==> src/rtl/dm_cache_ctrl_pkg.sv <==
// Shared types and constants for the direct-mapped cache controller.
// Package cache_def: CPU/memory/array bus payloads, address split constants,
// controller state enum and line word helpers.
package cache_def;

  localparam int unsigned TAGMSB  = 31;
  localparam int unsigned TAGLSB  = 14;
  localparam int unsigned TAG_W   = TAGMSB - TAGLSB + 1;
  localparam int unsigned IDX_MSB = 13;
  localparam int unsigned IDX_LSB = 4;
  localparam int unsigned IDX_W   = IDX_MSB - IDX_LSB + 1;
  localparam int unsigned WORD_W  = 32;
  localparam int unsigned LINE_W  = 128;
  localparam int unsigned CNT_W   = 32;

  typedef logic [LINE_W-1:0] cache_data_type;

  typedef struct packed {
    logic             valid;
    logic             dirty;
    logic [TAG_W-1:0] tag;
  } cache_tag_type;

  typedef struct packed {
    logic [IDX_W-1:0] index;
    logic             we;
  } cache_req_type;

  typedef struct packed {
    logic [31:0] addr;
    logic [31:0] data;
    logic        rw;
    logic        valid;
  } cpu_req_type;

  typedef struct packed {
    logic [31:0] data;
    logic        ready;
  } cpu_result_type;

  typedef struct packed {
    logic [31:0]    addr;
    cache_data_type data;
    logic           rw;
    logic           valid;
  } mem_req_type;

  typedef struct packed {
    cache_data_type data;
    logic           ready;
  } mem_data_type;

  typedef enum logic [1:0] {
    IDLE        = 2'd0,
    COMPARE_TAG = 2'd1,
    ALLOCATE    = 2'd2,
    WRITE_BACK  = 2'd3
  } cache_state_type;

  // Extract one 32-bit word from a line.
  function automatic logic [WORD_W-1:0] get_word(input cache_data_type line, input logic [1:0] sel);
    return line[{sel, 5'b0} +: WORD_W];
  endfunction

  // Return the line with one 32-bit word replaced.
  function automatic cache_data_type put_word(input cache_data_type line, input logic [1:0] sel,
                                              input logic [WORD_W-1:0] w);
    cache_data_type l;
    l = line;
    l[{sel, 5'b0} +: WORD_W] = w;
    return l;
  endfunction

endpackage

==> src/rtl/dm_cache_stats.sv <==
// Hit / miss / write-back event counters for the cache controller.
// Ports: clk, rst_n; hit_i, miss_i, wb_i single-cycle event strobes;
// hit_cnt_o, miss_cnt_o, wb_cnt_o free-running wrapping counts.
module dm_cache_stats
  import cache_def::*;
(
  input  logic             clk,
  input  logic             rst_n,
  input  logic             hit_i,
  input  logic             miss_i,
  input  logic             wb_i,
  output logic [CNT_W-1:0] hit_cnt_o,
  output logic [CNT_W-1:0] miss_cnt_o,
  output logic [CNT_W-1:0] wb_cnt_o
);

  logic [CNT_W-1:0] hit_q, miss_q, wb_q;

  always_ff @(posedge clk or negedge rst_n) begin
    if (!rst_n) begin
      hit_q  <= '0;
      miss_q <= '0;
      wb_q   <= '0;
    end else begin
      if (hit_i)  hit_q  <= CNT_W'(hit_q + 1'b1);
      if (miss_i) miss_q <= CNT_W'(miss_q + 1'b1);
      if (wb_i)   wb_q   <= CNT_W'(wb_q + 1'b1);
    end
  end

  assign hit_cnt_o  = hit_q;
  assign miss_cnt_o = miss_q;
  assign wb_cnt_o   = wb_q;

endmodule

==> src/rtl/dm_cache_ctrl.sv <==
// Direct-mapped, write-back, write-allocate cache controller FSM.
// Ports: clk, rst_n (async active-low); cpu_req/cpu_res CPU side;
// mem_req/mem_data main memory side (mem_req registered); tag_req/tag_write/
// tag_read and data_req/data_write/data_read drive the single-port arrays;
// mem_err sticky memory timeout flag.
// Optional: define DM_CACHE_STATS_EN to add hit_cnt/miss_cnt/wb_cnt outputs.
// Parameter MEM_TIMEOUT: cycles waiting for mem_data.ready before error (0 = off).
module dm_cache_ctrl
  import cache_def::*;
#(
  parameter int unsigned MEM_TIMEOUT = 0
) (
  input  logic           clk,
  input  logic           rst_n,
  input  cpu_req_type    cpu_req,
  output cpu_result_type cpu_res,
  output mem_req_type    mem_req,
  input  mem_data_type   mem_data,
  output cache_req_type  tag_req,
  output cache_tag_type  tag_write,
  input  cache_tag_type  tag_read,
  output cache_req_type  data_req,
  output cache_data_type data_write,
  input  cache_data_type data_read,
`ifdef DM_CACHE_STATS_EN
  output logic [CNT_W-1:0] hit_cnt,
  output logic [CNT_W-1:0] miss_cnt,
  output logic [CNT_W-1:0] wb_cnt,
`endif
  output logic           mem_err
);

  localparam int unsigned TMO_W = 32;

  cache_state_type  state_q, state_d;
  cpu_req_type      req_q, req_d;
  mem_req_type      mem_req_q, mem_req_d;
  logic             mem_err_q, mem_err_d;
  logic [TMO_W-1:0] tmo_q, tmo_d;

  logic [TAG_W-1:0] req_tag;
  logic [IDX_W-1:0] req_idx;
  logic [IDX_W-1:0] arr_idx;
  logic             hit;
  logic             tmo_hit;
  logic             unused_bits;

  assign req_tag = req_q.addr[TAGMSB:TAGLSB];
  assign req_idx = req_q.addr[IDX_MSB:IDX_LSB];
  assign hit     = tag_read.valid && (tag_read.tag == req_tag);
  assign tmo_hit = (MEM_TIMEOUT != 0) && (tmo_q == TMO_W'(MEM_TIMEOUT - 1));
  assign unused_bits = ^{req_q.addr[1:0], req_q.valid};

  // State, latched request, memory request and error flag.
  always_ff @(posedge clk or negedge rst_n) begin
    if (!rst_n) begin
      state_q   <= IDLE;
      req_q     <= '0;
      mem_req_q <= '0;
      mem_err_q <= 1'b0;
      tmo_q     <= '0;
    end else begin
      state_q   <= state_d;
      req_q     <= req_d;
      mem_req_q <= mem_req_d;
      mem_err_q <= mem_err_d;
      tmo_q     <= tmo_d;
    end
  end

  // Next-state, memory request and array/CPU strobes.
  always_comb begin
    state_d    = state_q;
    req_d      = req_q;
    mem_req_d  = mem_req_q;
    mem_err_d  = mem_err_q;
    arr_idx    = req_idx;
    cpu_res    = '0;
    tag_req    = '0;
    data_req   = '0;
    tag_write  = '{valid: 1'b1, dirty: 1'b0, tag: req_tag};
    data_write = data_read;

    unique case (state_q)
      IDLE: begin
        // Arrays are addressed straight from the CPU so the lookup is ready next cycle.
        arr_idx = cpu_req.addr[IDX_MSB:IDX_LSB];
        if (cpu_req.valid) begin
          req_d   = cpu_req;
          state_d = COMPARE_TAG;
        end
      end
      COMPARE_TAG: begin
        if (hit) begin
          cpu_res.ready = 1'b1;
          cpu_res.data  = get_word(data_read, req_q.addr[3:2]);
          if (req_q.rw) begin
            tag_req.we      = 1'b1;
            tag_write.dirty = 1'b1;
            data_req.we     = 1'b1;
            data_write      = put_word(data_read, req_q.addr[3:2], req_q.data);
          end
          state_d = IDLE;
        end else if (tag_read.valid && tag_read.dirty) begin
          mem_req_d = '{addr: {tag_read.tag, req_idx, 4'b0}, data: data_read, rw: 1'b1, valid: 1'b1};
          state_d   = WRITE_BACK;
        end else begin
          mem_req_d = '{addr: {req_tag, req_idx, 4'b0}, data: '0, rw: 1'b0, valid: 1'b1};
          state_d   = ALLOCATE;
        end
      end
      WRITE_BACK: begin
        if (mem_data.ready) begin
          mem_req_d = '{addr: {req_tag, req_idx, 4'b0}, data: '0, rw: 1'b0, valid: 1'b1};
          state_d   = ALLOCATE;
        end else if (tmo_hit) begin
          mem_req_d.valid = 1'b0;
          mem_err_d       = 1'b1;
          state_d         = IDLE;
        end
      end
      ALLOCATE: begin
        if (mem_data.ready) begin
          data_req.we     = 1'b1;
          data_write      = mem_data.data;
          tag_req.we      = 1'b1;
          mem_req_d.valid = 1'b0;
          state_d         = COMPARE_TAG;
        end else if (tmo_hit) begin
          mem_req_d.valid = 1'b0;
          mem_err_d       = 1'b1;
          state_d         = IDLE;
        end
      end
      default: state_d = IDLE;
    endcase

    tag_req.index  = arr_idx;
    data_req.index = arr_idx;
    // Timeout counter restarts on every state change.
    tmo_d = (state_d != state_q) ? '0 : TMO_W'(tmo_q + 1'b1);
  end

  assign mem_req = mem_req_q;
  assign mem_err = mem_err_q;

`ifdef DM_CACHE_STATS_EN
  // Marks the re-compare following a fill so it is not counted as a hit.
  logic refill_q;

  always_ff @(posedge clk or negedge rst_n) begin
    if (!rst_n) refill_q <= 1'b0;
    else        refill_q <= (state_q == ALLOCATE) && mem_data.ready;
  end

  dm_cache_stats u_stats (
    .clk        (clk),
    .rst_n      (rst_n),
    .hit_i      ((state_q == COMPARE_TAG) && hit && !refill_q),
    .miss_i     ((state_q == COMPARE_TAG) && !hit),
    .wb_i       ((state_q == COMPARE_TAG) && (state_d == WRITE_BACK)),
    .hit_cnt_o  (hit_cnt),
    .miss_cnt_o (miss_cnt),
    .wb_cnt_o   (wb_cnt)
  );
`endif

endmodule

==> config.mk <==
export PLATFORM = sky130hd
export DESIGN_NAME = dm_cache_ctrl
export DESIGN_NICKNAME = d
export VERILOG_FILES = /design/src/rtl/dm_cache_ctrl_pkg.sv /design/src/rtl/dm_cache_stats.sv /design/src/rtl/dm_cache_ctrl.sv
export SDC_FILE = /design/constraint.sdc
export NUM_CORES = 1
export LEC_CHECK = 0
export ABC_AREA = 1
export CAP_MARGIN = 20
export CORE_AREA = 2 2 273 275
export DETAILED_ROUTE_END_ITERATION = 6
export DIE_AREA = 0 0 275 277
export PLACE_DENSITY = 0.52
export SYNTH_ARGS = -nofsm -noshare
export SYNTH_HDL_FRONTEND = slang
export SYNTH_HIERARCHICAL = 1
export SYNTH_SLANG_ARGS = --single-unit
==> constraint.sdc <==
create_clock -name clk -period 3.4 [get_ports clk]
set_clock_uncertainty 0.15 [all_clocks]
set_input_delay 0.68 -clock clk [delete_from_list [all_inputs] [get_ports clk]]
set_output_delay 0.68 -clock clk [all_outputs]
set_load 0.03 [all_outputs]
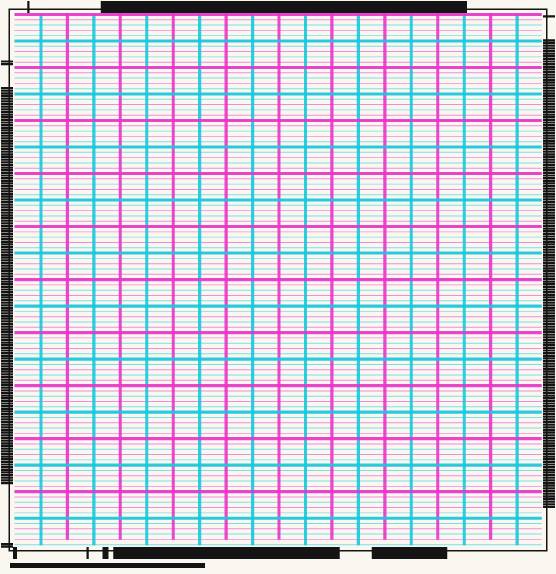
(images/pdn.png)
The bar under the picture is 100 um long. Pins as bars on the die edge.
colour	net
magenta	VDD
cyan	VSS
met4 straps	19
met1 rails	101
rows	100
met5 straps	20
signal pins	711

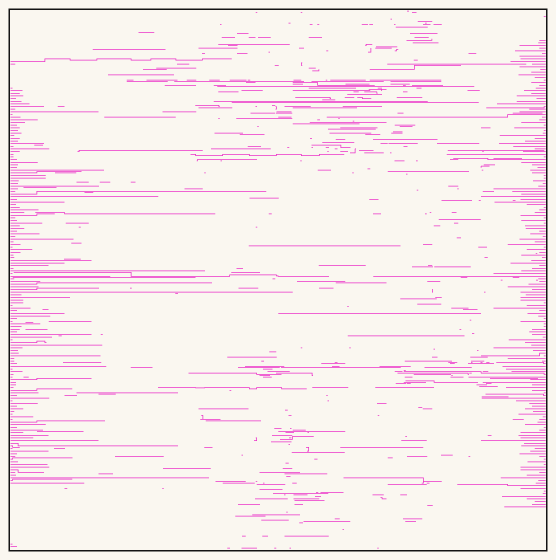
(images/met3.png)
main direction	horizontal
longest straight run	144 um
nets with wire on the layer	553

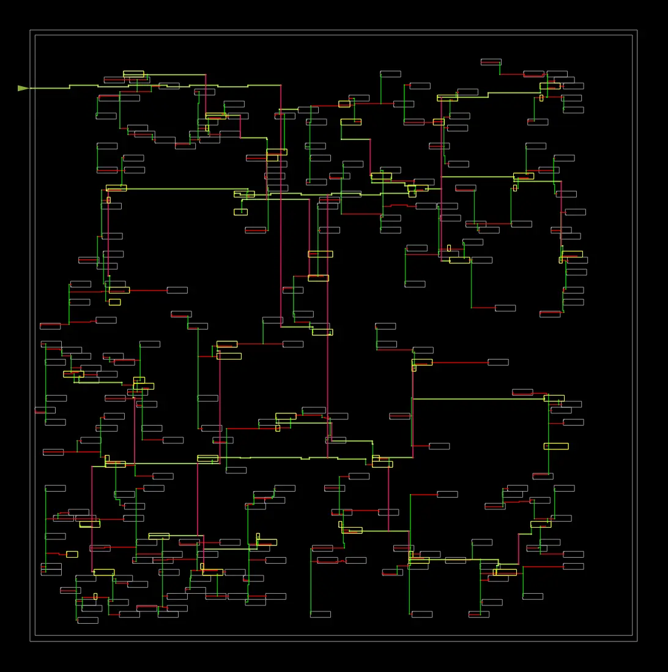
(images/final_clocks.png)
TritonCTS Buffers: 34
Flops: 223
total clock sinks: 223
P_clk: 3.69 mW
clk latency late pin: 0.55 ns

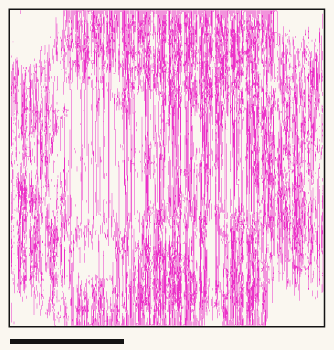
(images/met2.png)
The bar under the picture is 100 um long.
nets with wire on the layer	3,225
wire length on this layer	55.8 mm
share of all routed wire	47%
main direction	vertical
longest straight run	148 um

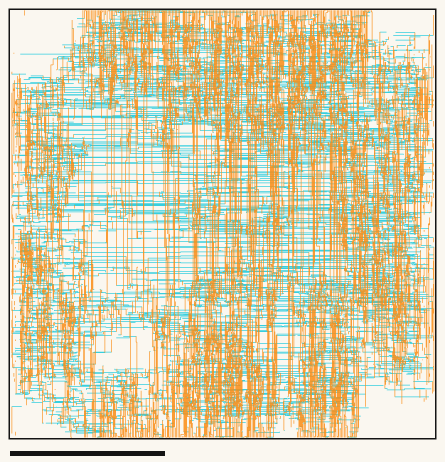
(images/metal_stack.png)
The bar under the picture is 100 um long. Only two layers are drawn.
colour	layer	wire length
cyan	met1	48.1 mm
orange	met2	55.8 mm

-- sequential cells by signal, indices dropped and copies added, names as in the netlist --
| signal | flops |
|---|---|
| tag_write | 18 |
| state_q | 2 |
| req_idx | 10 |
| mem_req | 158 |
| req_q | 35 |
-- per-layer routing --
layer / wire, um / vias to the layer above
met4: 4970 / 20
li1: - / 10500
met2: 55800 / 972
met1: 48100 / 11000
met5: 145 / -
met3: 9620 / 208
-- cell usage after synthesis (all sizes together) --
| cell | number | share of area |
|---|---|---|
| a221oi | 32 | 0.027 |
| nor3b | 1 | 0.00073 |
| o21ai | 251 | 0.073 |
| clkbuf | 123 | 0.027 |
| xnor2 | 2 | 0.0010 |
| nand3 | 166 | 0.049 |
| mux2 | 1 | 0.00066 |
| a21oi | 192 | 0.056 |
| nand2 | 846 | 0.19 |
| buf | 116 | 0.043 |
| dfrtp | 223 | 0.33 |
| conb | 2 | 0.00044 |
| o22ai | 96 | 0.035 |
| nand4 | 36 | 0.014 |
| inv | 318 | 0.070 |
| ha | 9 | 0.0066 |
| a22oi | 2 | 0.00088 |
| nor2 | 376 | 0.083 |
| mux2i | 1 | 0.00059 |
| a21boi | 1 | 0.00044 |
-- path summary, 6_finish.rpt --
check / from / to / slack, ns / cells after the start
max: tag_write[11]$_DFFE_PN0P_ / data_write[57] / -0.24 / 16
min: rst_n / mem_req[9]$_DFFE_PN0P_ / -0.0006 / 1
max reg2reg: state_q[1]$_DFFE_PN0P_ / mem_req[85]$_DFFE_PN0P_ / 0.50 / 9
min reg2reg: mem_req[42]$_DFFE_PN0P_ / mem_req[42]$_DFFE_PN0P_ / 0.33 / 2
max in group asynchronous: rst_n / tag_write[11]$_DFFE_PN0P_ / 2.31 / 2
min in group clk: mem_req[42]$_DFFE_PN0P_ / mem_req[42]$_DFFE_PN0P_ / 0.33 / 2
==> results.py <==
# Auto-generated metrics
metrics = {
    "worst_setup_path": {
        "cp_num_buf_inv": 7,
        "path_delay_family": "buffers and inverters",
        "crit_required_ns": 2.57,
        "critPathMaxFanout": 6,
        "cpPeakStageDelay_ns": 0.40,
        "path_cells": "buf_6 > nand2_4 > nand2_2 > nor2_1 > nand2_1 > nor2_4 > buf_6 > nand4_4 > buf_12 > buf_12 > buf_16 > buf_4 > nor2_4 > nor2_2 > a21oi_4 > buf_6",
        "crit_path_end_kind": "primary output",
    },
    "final_timing": {
        "hold_viol": 3,
        "finalSetupViolations": 164,
        "final.setup.worst_slack_ns": -0.236,
        "max_freq_ghz": 0.275,
        "finalClockPeriodUsage": 1.07,
        "hold_ws_ns": -0.000566,
        "rsz0062_at_grt": "yes",
        "period_needed_ns": 3.64,
    },
    "logic_synthesis": {
        "synthTopLogicFamily": "simple AND/OR/NAND/NOR gates",
        "synthCells": 2794,
        "ys_sh_simple": 0.332,
        "yosysUniqueCellTypes": 28,
        "ys_sh_aoi": 0.193,
        "ys_sh_mux": 0.00124,
        "netlist_area_um2": 17100,
    },
    "final_layout": {
        "utilization": 0.426,
        "layout_top_cell": "nand2_1",
        "drive_gt1_frac": 0.227,
        "largest_cell_class": "non-clock buffers",
        "n_all_buffers": 967,
        "comb_area_um2": 10800,
        "area_delta_synth_final_pct": 83.5,
    },
    "global_route": {
        "grt.met3_usage": 0.0752,
        "grt-ovfl-total": 0,
        "antenna_found_initial": 20,
    },
    "power": {
        "p_switching_mw": 20.0,
        "maxPowerGroup": "combinational cells",
        "vdd_drop_max_mv": 0.859,
        "power.share.switching": 0.523,
        "comb-power_mw": 29.8,
        "power_mw": 38.2,
        "sequentialPowerShare": 0.124,
    },
    "run": {
        "drv_cap": 0,
    },
    "placed_design": {
        "dpl_cell_area_um2": 27900,
        "pre_cts_ws_ns": -0.484,
        "dp_hpwl_um": 89700,
        "portBuffers": 702,
    },
    "status": {
        "status": "finished with violations",
        "violations": "hold timing, setup timing",
    },
    "floorplan": {
        "die_width_um": 275,
        "dieArea_um2": 76200,
        "fp_util": 0.232,
        "die.size.y_um": 277,
    },
    "cts": {
        "cts_tree": "yes",
        "cts_buffer_depth": 3,
    },
    "drt": {
        "ant_nets": 0,
    },
}
No activity file was given, so power comes from the tool's default toggle rates.
